==> images/ff_map.png <==
Scale bar: 20 µm. Other sequential cells in the stronger grey, the rest of the logic in the fainter grey.
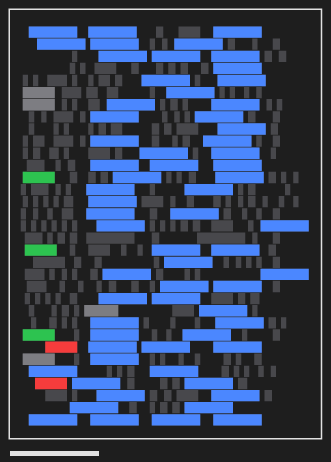
==> images/class_map.png <==
Scale bar: 20 µm.
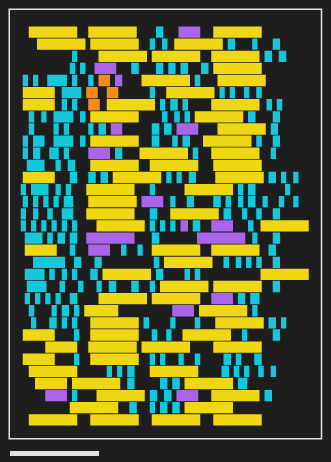
### config.mk
export PLATFORM = sky130hd
export DESIGN_NAME = mdr_fifo_flat
export DESIGN_NICKNAME = d
export VERILOG_FILES = /design/src/rtl/mdr_fifo_if.sv /design/src/rtl/mdr_fifo.sv /design/src/flat_wrapper.sv
export SDC_FILE = /design/constraint.sdc
export NUM_CORES = 1
export LEC_CHECK = 0
export ABC_AREA = 1
export CELL_PAD_IN_SITES_DETAIL_PLACEMENT = 1
export CELL_PAD_IN_SITES_GLOBAL_PLACEMENT = 1
export CORE_ASPECT_RATIO = 1.4
export CORE_MARGIN = 2
export CORE_UTILIZATION = 53
export DETAILED_ROUTE_END_ITERATION = 7
export DONT_BUFFER_PORTS = 1
export HOLD_SLACK_MARGIN = 0.08
export PLACE_DENSITY = 0.9
export SLEW_MARGIN = 20
export SYNTH_ARGS = -nofsm -noshare
export SYNTH_HDL_FRONTEND = slang
export SYNTH_SLANG_ARGS = --single-unit
### constraint.sdc
create_clock -name clk -period 4.9 [get_ports clk]
set_clock_uncertainty 0.05 [all_clocks]
set_input_delay 0.49 -clock clk [delete_from_list [all_inputs] [get_ports clk]]
set_output_delay 0.49 -clock clk [all_outputs]
set_load 0.02 [all_outputs]
### src/rtl/mdr_fifo_if.sv
// mdr_fifo_if: memory-side and datapath-side handshake bundle for mdr_fifo; MDR_PARITY_EN adds parity signals
interface mdr_fifo_if #(
  parameter int WIDTH = 16,
  parameter int DEPTH = 4
);
  localparam int AW = $clog2(DEPTH);
  logic             mem_valid;
  logic             mem_ready;
  logic [WIDTH-1:0] memdatain;
  logic [1:0]       ld_mode;
  logic             out_valid;
  logic             out_ready;
  logic [WIDTH-1:0] memdataout;
  logic [AW:0]      count;
`ifdef MDR_PARITY_EN
  logic             mem_parity;
  logic             par_err;
  logic             par_err_sticky;
  modport master (output mem_valid, memdatain, ld_mode, out_ready, mem_parity,
                  input mem_ready, out_valid, memdataout, count, par_err, par_err_sticky);
  modport slave (input mem_valid, memdatain, ld_mode, out_ready, mem_parity,
                 output mem_ready, out_valid, memdataout, count, par_err, par_err_sticky);
`else
  modport master (output mem_valid, memdatain, ld_mode, out_ready,
                  input mem_ready, out_valid, memdataout, count);
  modport slave (input mem_valid, memdatain, ld_mode, out_ready,
                 output mem_ready, out_valid, memdataout, count);
`endif
endinterface

### src/rtl/mdr_fifo.sv
// mdr_fifo: DEPTH-entry memory data FIFO with load-width extension at capture; MDR_PARITY_EN adds per-entry parity tracking
module mdr_fifo #(
  parameter int WIDTH = 16,
  parameter int DEPTH = 4,
  parameter int AW = $clog2(DEPTH)
) (
  input logic       clk,
  input logic       rst,
  input logic       flush,
  mdr_fifo_if.slave bus
);
  logic [WIDTH-1:0] mem [DEPTH];
  logic [AW-1:0]    wr_ptr, rd_ptr;
  logic [AW:0]      cnt;
  logic [WIDTH-1:0] ext;
  logic             push, pop, clr;
  assign clr = rst || flush;
  assign bus.mem_ready = cnt != (AW+1)'(DEPTH);
  assign bus.out_valid = cnt != '0;
  assign bus.count = cnt;
  assign push = bus.mem_valid && bus.mem_ready;
  assign pop = bus.out_valid && bus.out_ready;
  assign bus.memdataout = bus.out_valid ? mem[rd_ptr] : '0;
  always_comb begin
    ext = bus.ld_mode == 2'b00 ? bus.memdatain :
          bus.ld_mode == 2'b01 ? {{(WIDTH-8){1'b0}}, bus.memdatain[7:0]} :
          bus.ld_mode == 2'b10 ? {{(WIDTH-8){bus.memdatain[7]}}, bus.memdatain[7:0]} :
                                 {{(WIDTH-8){1'b0}}, bus.memdatain[WIDTH-1 -: 8]};
  end
  always_ff @(posedge clk) begin
    if (clr) begin
      wr_ptr <= '0;
      rd_ptr <= '0;
      cnt <= '0;
    end else begin
      if (push) wr_ptr <= wr_ptr + 1'b1;
      if (pop) rd_ptr <= rd_ptr + 1'b1;
      cnt <= cnt + {{AW{1'b0}}, push} - {{AW{1'b0}}, pop};
    end
  end
  // storage carries no reset; only pointers and count define what is visible
  always_ff @(posedge clk) begin
    if (!clr && push) mem[wr_ptr] <= ext;
  end
`ifdef MDR_PARITY_EN
  logic perr [DEPTH];
  logic sticky;
  logic err;
  assign err = ^bus.memdatain ^ bus.mem_parity;
  assign bus.par_err = bus.out_valid && perr[rd_ptr];
  assign bus.par_err_sticky = sticky;
  always_ff @(posedge clk) begin
    if (!clr && push) perr[wr_ptr] <= err;
  end
  always_ff @(posedge clk) begin
    if (clr) sticky <= 1'b0;
    else if (push && err) sticky <= 1'b1;
  end
`endif
endmodule

### src/flat_wrapper.sv
// flat-port wrapper written by rule: the top's interface ports become plain ports
module mdr_fifo_flat 
#(
  parameter int WIDTH = 16,
  parameter int DEPTH = 4,
  parameter int AW = $clog2(DEPTH)
)
  (clk, rst, flush, bus_mem_valid, bus_memdatain, bus_ld_mode, bus_out_ready, bus_mem_ready, bus_out_valid, bus_memdataout, bus_count);
  mdr_fifo_if #(.WIDTH(WIDTH), .DEPTH(DEPTH)) bus_i ();
  input logic clk;
  input logic rst;
  input logic flush;
  input wire logic [$bits(bus_i.mem_valid)-1:0] bus_mem_valid;
  input wire logic [$bits(bus_i.memdatain)-1:0] bus_memdatain;
  input wire logic [$bits(bus_i.ld_mode)-1:0] bus_ld_mode;
  input wire logic [$bits(bus_i.out_ready)-1:0] bus_out_ready;
  output wire logic [$bits(bus_i.mem_ready)-1:0] bus_mem_ready;
  output wire logic [$bits(bus_i.out_valid)-1:0] bus_out_valid;
  output wire logic [$bits(bus_i.memdataout)-1:0] bus_memdataout;
  output wire logic [$bits(bus_i.count)-1:0] bus_count;
  assign bus_i.mem_valid = bus_mem_valid;
  assign bus_i.memdatain = bus_memdatain;
  assign bus_i.ld_mode = bus_ld_mode;
  assign bus_i.out_ready = bus_out_ready;
  assign bus_mem_ready = bus_i.mem_ready;
  assign bus_out_valid = bus_i.out_valid;
  assign bus_memdataout = bus_i.memdataout;
  assign bus_count = bus_i.count;
  mdr_fifo #(.WIDTH(WIDTH), .DEPTH(DEPTH), .AW(AW)) u_core (.clk(clk), .rst(rst), .flush(flush), .bus(bus_i));
endmodule
==> flow_summary.ini <==
; flow metrics
[placement]
globalplace.congestion = 0.7772
place_area_mm2 = 0.003209
placed_cells_incl_taps = 359

[hold_path]
hold_path_start = bus_out_ready

[critical_path]
timing.rr.end = u_core.bus.count[2]
cp_cell_sequence = inv_4 -> nor2_1 -> o21ai_1 -> a21oi_1
arrival_ps = 2100

[yosys]
synth_dominant_cell_count = nor2_1
synth.top_cells.by_count = 80 x nor2_1, 64 x edfxtp_1, 35 x o21ai_1, 23 x inv_1, 23 x nand2_1
largest_area_contributor_in_the_netlist = edfxtp_1
adder_share_pct = 2.963
synth.cellmix.xorXnorShare_pct = 0
mappedNetlistArea_mm2 = 0.003209
yosys.stat.chipArea_mm2 = 0.003209

[route]
drcViolationCount = 0
mean_number_of_vias_per_cell = 5.616
wire_per_inst_um = 19.81
met2_length_um = 3910
detailroute.via_count = 2106

[die]
taps = 70
io_pins = 44

[layout]
largest_register_ffs = 64
nClkBuffers = 11
clkCellAreaFrac_pct = 6.657
n_all_inverters = 27

[global_routing]
gr-max-usage-layer = met2
grt.total_usage_pct = 22.98

[pwr]
max-vdd-ir-drop_mv = 0.3392
power.leakage_nw = 1.255
switching_power_uw = 359.2
sequentialPowerShare_pct = 50.8
p_int_mw = 1.039

[outcome]
outcome = completed

[timing]
finalCriticalPeriod_ps = 2644
final_worst_path_period_share_pct = 53.95

[clock_network]
clk_latency_ps = 350
clkTransAtPathRegs_ps = 70
About ff_map.png:
colour	signal	sequential cells
green	u_core.bus.count	3
blue	u_core.mem	64
red	u_core.rd_ptr	2
not coloured	4
power attributed to sequential cells: 711 µW
proportion of cell area occupied by registers: 61.15%

About class_map.png:
colour	class	cells
yellow	sequential cells	73
purple	clock drivers and dummy loads	16
cyan	remaining logic cells	212
orange	remaining buffers and delay cells	4
final core occ: 58.66%
row count: 33
placeable core area: 0.005863 mm²

Power is estimated from default activity; no workload was simulated.
